--- config.mk ---
export PLATFORM = sky130hd
export DESIGN_NAME = frame_sync_flat
export DESIGN_NICKNAME = d
export VERILOG_FILES = /design/src/rtl/frame_sync_if.sv /design/src/rtl/frame_sync.sv /design/src/flat_wrapper.sv
export SDC_FILE = /design/constraint.sdc
export NUM_CORES = 1
export LEC_CHECK = 0
export CAP_MARGIN = 20
export CORE_MARGIN = 8
export CORE_UTILIZATION = 25
export CTS_BUF_LIST = sky130_fd_sc_hd__clkbuf_8 sky130_fd_sc_hd__clkbuf_16
export CTS_CLUSTER_DIAMETER = 150
export DETAILED_ROUTE_END_ITERATION = 8
export GPL_TIMING_DRIVEN = 0
export REMOVE_ABC_BUFFERS = 1
export SLEW_MARGIN = 40
export SYNTH_ARGS = -nofsm -noshare
export SYNTH_HDL_FRONTEND = slang
export SYNTH_SLANG_ARGS = --single-unit
--- constraint.sdc ---
create_clock -name clk -period 4.25 [get_ports clk]
set_input_delay 0.85 -clock clk [delete_from_list [all_inputs] [get_ports clk]]
set_output_delay 0.85 -clock clk [all_outputs]
set_load 0.05 [all_outputs]
--- src/rtl/frame_sync_if.sv ---
// Serial receive front-end bundle: line bit in, forwarded bit plus payload
// window and frame status out.
interface frame_sync_if;
  logic       din;
  logic       dout;
  logic       buff_ena;
  logic       done;
  logic       busy;
  logic [7:0] frm_cnt;

  modport master (output din, input dout, buff_ena, done, busy, frm_cnt);
  modport slave  (input din, output dout, buff_ena, done, busy, frm_cnt);
endinterface

--- src/rtl/frame_sync.sv ---
// SFD hunter with bit-error tolerance; forwards NDATA payload bits under an
// enable window and pulses done when the downstream word is complete.
module frame_sync #(
  parameter int              NDATA  = 128,
  parameter int              NSFD   = 16,
  parameter logic [NSFD-1:0] SFD    = 16'hA5C3,
  parameter int              ERRTOL = 1
) (
  input  logic         clk,
  input  logic         rst,
  frame_sync_if.slave  bus
);

  localparam int CW = $clog2(NDATA);
  localparam int FW = $clog2(NSFD + 1);

  localparam logic [1:0] ST_HUNT = 2'd0;
  localparam logic [1:0] ST_LOAD = 2'd1;
  localparam logic [1:0] ST_DONE = 2'd2;

  localparam logic [NSFD-1:0] SFD_INV = ~SFD;

  logic [1:0]      state_q, state_d;
  logic [NSFD-1:0] sreg_q, sreg_d;
  logic [FW-1:0]   fill_q, fill_d;
  logic [CW-1:0]   cnt_q, cnt_d;
  logic [7:0]      frm_q, frm_d;
  logic            dout_q;
  logic            ena_q, ena_d;
  logic            done_q, done_d;
  logic            busy_q, busy_d;
  logic            match_s;

  function automatic logic [FW-1:0] popcount(input logic [NSFD-1:0] v);
    logic [FW-1:0] n;
    n = {FW{1'b0}};
    for (int i = 0; i < NSFD; i++) begin
      n = n + {{(FW-1){1'b0}}, v[i]};
    end
    return n;
  endfunction

  // With ERRTOL > 0 the ~SFD reload alone would let a pattern match after
  // only NSFD-ERRTOL fresh bits, so a fresh-bit count gates the match too.
  assign match_s = (popcount(sreg_q ^ SFD) <= FW'(ERRTOL)) && (fill_q == FW'(NSFD));

  // Next-state logic for the hunt/load/done sequence and its registered outputs.
  always_comb begin
    state_d = state_q;
    sreg_d  = sreg_q;
    fill_d  = fill_q;
    cnt_d   = cnt_q;
    frm_d   = frm_q;
    ena_d   = 1'b0;
    done_d  = 1'b0;
    busy_d  = 1'b0;
    case (state_q)
      ST_HUNT: begin
        sreg_d = {sreg_q[NSFD-2:0], bus.din};
        if (fill_q != FW'(NSFD)) begin
          fill_d = fill_q + FW'(1);
        end else begin
          fill_d = fill_q;
        end
        if (match_s) begin
          state_d = ST_LOAD;
          cnt_d   = {CW{1'b0}};
          ena_d   = 1'b1;
          busy_d  = 1'b1;
        end else begin
          state_d = ST_HUNT;
        end
      end
      ST_LOAD: begin
        cnt_d  = cnt_q + CW'(1);
        busy_d = 1'b1;
        if (cnt_q == CW'(NDATA - 1)) begin
          state_d = ST_DONE;
          done_d  = 1'b1;
        end else begin
          ena_d = 1'b1;
        end
      end
      ST_DONE: begin
        state_d = ST_HUNT;
        frm_d   = frm_q + 8'd1;
        sreg_d  = SFD_INV;
        fill_d  = {FW{1'b0}};
      end
      default: begin
        state_d = ST_HUNT;
        sreg_d  = SFD_INV;
        fill_d  = {FW{1'b0}};
      end
    endcase
  end

  // State and output registers; reset clears the window without a clock.
  always_ff @(posedge clk or negedge rst) begin
    if (!rst) begin
      state_q <= ST_HUNT;
      sreg_q  <= SFD_INV;
      fill_q  <= FW'(NSFD);
      cnt_q   <= {CW{1'b0}};
      frm_q   <= 8'd0;
      dout_q  <= 1'b0;
      ena_q   <= 1'b0;
      done_q  <= 1'b0;
      busy_q  <= 1'b0;
    end else begin
      state_q <= state_d;
      sreg_q  <= sreg_d;
      fill_q  <= fill_d;
      cnt_q   <= cnt_d;
      frm_q   <= frm_d;
      dout_q  <= bus.din;
      ena_q   <= ena_d;
      done_q  <= done_d;
      busy_q  <= busy_d;
    end
  end

  assign bus.dout     = dout_q;
  assign bus.buff_ena = ena_q;
  assign bus.done     = done_q;
  assign bus.busy     = busy_q;
  assign bus.frm_cnt  = frm_q;

endmodule

--- src/flat_wrapper.sv ---
// flat-port wrapper written by rule: the top's interface ports become plain ports
module frame_sync_flat 
#(
  parameter int              NDATA  = 128,
  parameter int              NSFD   = 16,
  parameter logic [NSFD-1:0] SFD    = 16'hA5C3,
  parameter int              ERRTOL = 1
)
  (clk, rst, bus_din, bus_dout, bus_buff_ena, bus_done, bus_busy, bus_frm_cnt);
  frame_sync_if bus_i ();
  input  logic clk;
  input  logic rst;
  input wire logic [$bits(bus_i.din)-1:0] bus_din;
  output wire logic [$bits(bus_i.dout)-1:0] bus_dout;
  output wire logic [$bits(bus_i.buff_ena)-1:0] bus_buff_ena;
  output wire logic [$bits(bus_i.done)-1:0] bus_done;
  output wire logic [$bits(bus_i.busy)-1:0] bus_busy;
  output wire logic [$bits(bus_i.frm_cnt)-1:0] bus_frm_cnt;
  assign bus_i.din = bus_din;
  assign bus_dout = bus_i.dout;
  assign bus_buff_ena = bus_i.buff_ena;
  assign bus_done = bus_i.done;
  assign bus_busy = bus_i.busy;
  assign bus_frm_cnt = bus_i.frm_cnt;
  frame_sync #(.NDATA(NDATA), .NSFD(NSFD), .SFD(SFD), .ERRTOL(ERRTOL)) u_core (.clk(clk), .rst(rst), .bus(bus_i));
endmodule
Fig. 1: nets reached from selected ports
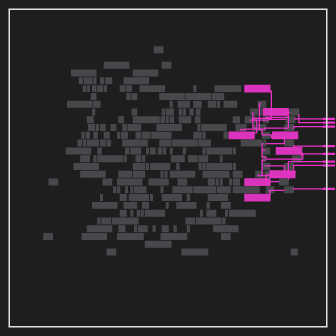
Key: bus_frm_cnt = magenta [bits 8, direction output, edge right, end cells 8, buffers 8, wire 277 um]

Fig. 2: placement density heat map
The die is cut into 11 by 11 equal tiles; white is low, dark blue is high, 0 to 100% covered.
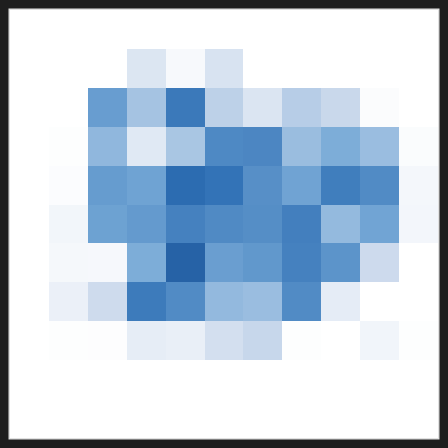
1.7% of the tiles are over 75% full. The mean over all tiles is 20%. The densest ninth of the die: centre. The fullest tile reaches 80%. 50% of the tiles are nearly empty.

==> impl_metrics.tcl <==
# flow metrics
set metrics [dict create \
    fp-row-count 34 \
    hp-start "u_core.bus.frm_cnt[7]$_DFFE_PN0N_" \
    drt-initial-drc-count 51 \
    synth_top_cell_by_count "dfrtp_1" \
    reg2reg_slack_ns 0.15 \
    setup_violations 0 \
    timing.fmax_mhz 243.9 \
    routed_wl_um 3949 \
    die_width_um 110.4 \
    maxCapViolations 0 \
    netlist_area_mm2 0.002230 \
    outcome "completed" \
    flop_cell "dfrtp_1" \
    dpl_worst_slack_ns -0.008002 \
    reg2reg_depth 12 \
    wl_met1_um 1923 \
    crit_start "u_core.sreg_q[4]$_DFFE_PN1N_" \
    tap_cells 108 \
    gp_congestion 0.7220 \
    maxUsedRoutingLayer "met4" \
    final_nets 243 \
    yosys-stat-cells 206 \
    gr-usage-met1_pct 8.846 \
    num-fill-cells 929 \
    drcViolationCount 0 \
    endpoint_kind "flip-flop" \
    synth-edff-count 0 \
    top_cell_area_share_pct 37.04 \
    worstReg2RegStart "u_core.sreg_q[4]$_DFFE_PN1N_" \
    core-area_mm2 0.008678 \
    use_met2_pct 10.61 \
    fin_crit_sh_pct 96.49 \
    hold_buffers 0 \
    ys_types 34 \
    grt_start_max_net_pins 43 \
    synth_seq_share_pct 47.64 \
    gr-usage-met3_pct 2.706 \
    required_ns 4.44 \
    area_growth_pct 15.94 \
    via_count 1435 \
    grt-ovfl-total 0 \
    holdPathEnd "u_core.bus.frm_cnt[7]$_DFFE_PN0N_" \
    grt_pass1_vias 1497 \
    clkCellAreaFrac_pct 3.533 \
    top_logic_kind "simple AND/OR/NAND/NOR gates" \
    critPathLaunchType "flip-flop" \
    rr_endpoint "u_core.bus.buff_ena$_DFF_PN0_" \
    buf_share_pct 5.905 \
    largest_class "registers" \
    grt_pass1_wl_um 7217 \
    top_usage_layer "met2" \
    place_inst 320 \
    hold_violations 0 \
    die_h_um 110.4 \
    hp-class "flip-flop to flip-flop" \
    cp-endpoint "u_core.bus.buff_ena$_DFF_PN0_" \
    crit_chain "inv_2, fa_1, inv_2, fa_1, fa_1, fa_1, fa_2, inv_2, fa_1, nand4_1, nor2_4, or2_1" \
    placed_cell_area_mm2 0.002455 \
    post-cts-setup-buffers 0 \
    seq_cells 42 \
    max_stage_delay_ns 0.54 \
    clkSlewWorstSetupHoldPaths_ns 0.08 \
    clockBufferDepth 2 \
    warnings 29 \
    finalSetupTns_ns 0 \
    comb_share_pct 40.85 \
    cp_common_cell "fa_1" \
    clock-skew-final_ns 0.004979 \
    die-area_mm2 0.01220 \
    holdWs_ns 0.4785 \
    route.antenna.remaining_nets 0 \
    relSlewSlack_pct 55.32 \
    clock_sink_count 42 \
    vias_per_cell 4.348 \
    worst-setup-path-type "flip-flop to flip-flop" \
    final_core_util_pct 29.79 \
    fin_ws_ns 0.1493 \
    nMultiInputCombCells 133 \
    dr_wl_met2_um 1735 \
    wl_met3_um 224 \
    largest_reg_flops 16 \
    slew_violations 0 \
    lay_top_count "dfrtp_1" \
    clockRootBuffer "clkbuf_8" \
]
Fig. 3: the metal 1 layer
Supply wires on this layer in grey.
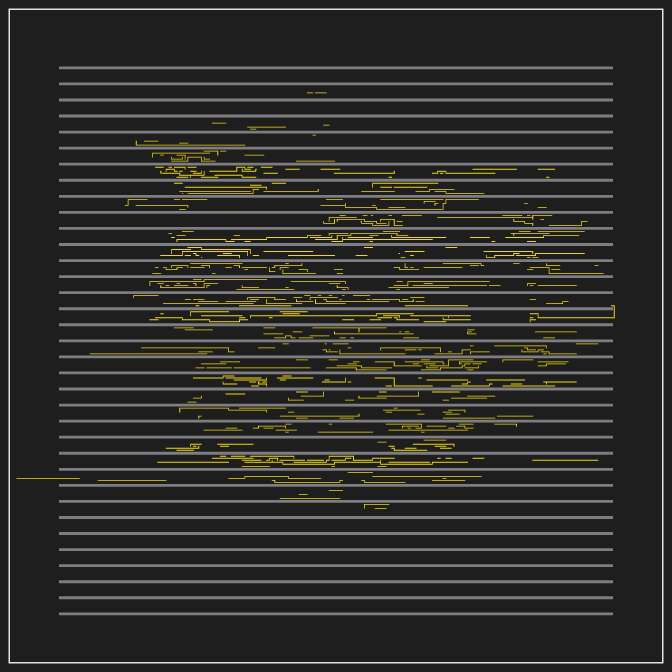
The wires run mostly horizontal. The longest straight run is 21.4 um. The layer carries 1920 um of wire.

Fig. 4: placement by cell class
The bar under the picture is 20 um long. Fill, decap, tap and diode cells in grey.
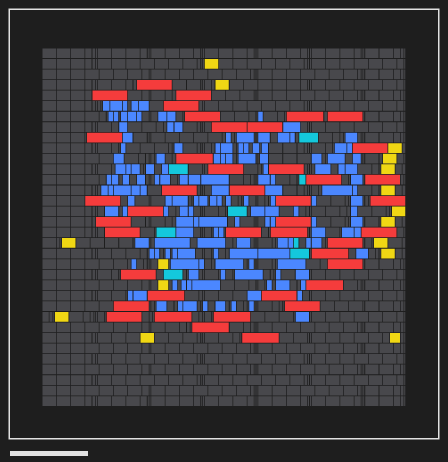
Key: other buffers and delay cells = yellow [cells 16]; all other logic = blue [cells 156]; flip-flops = red [cells 42]; clock drivers and dummy loads = cyan [cells 8]

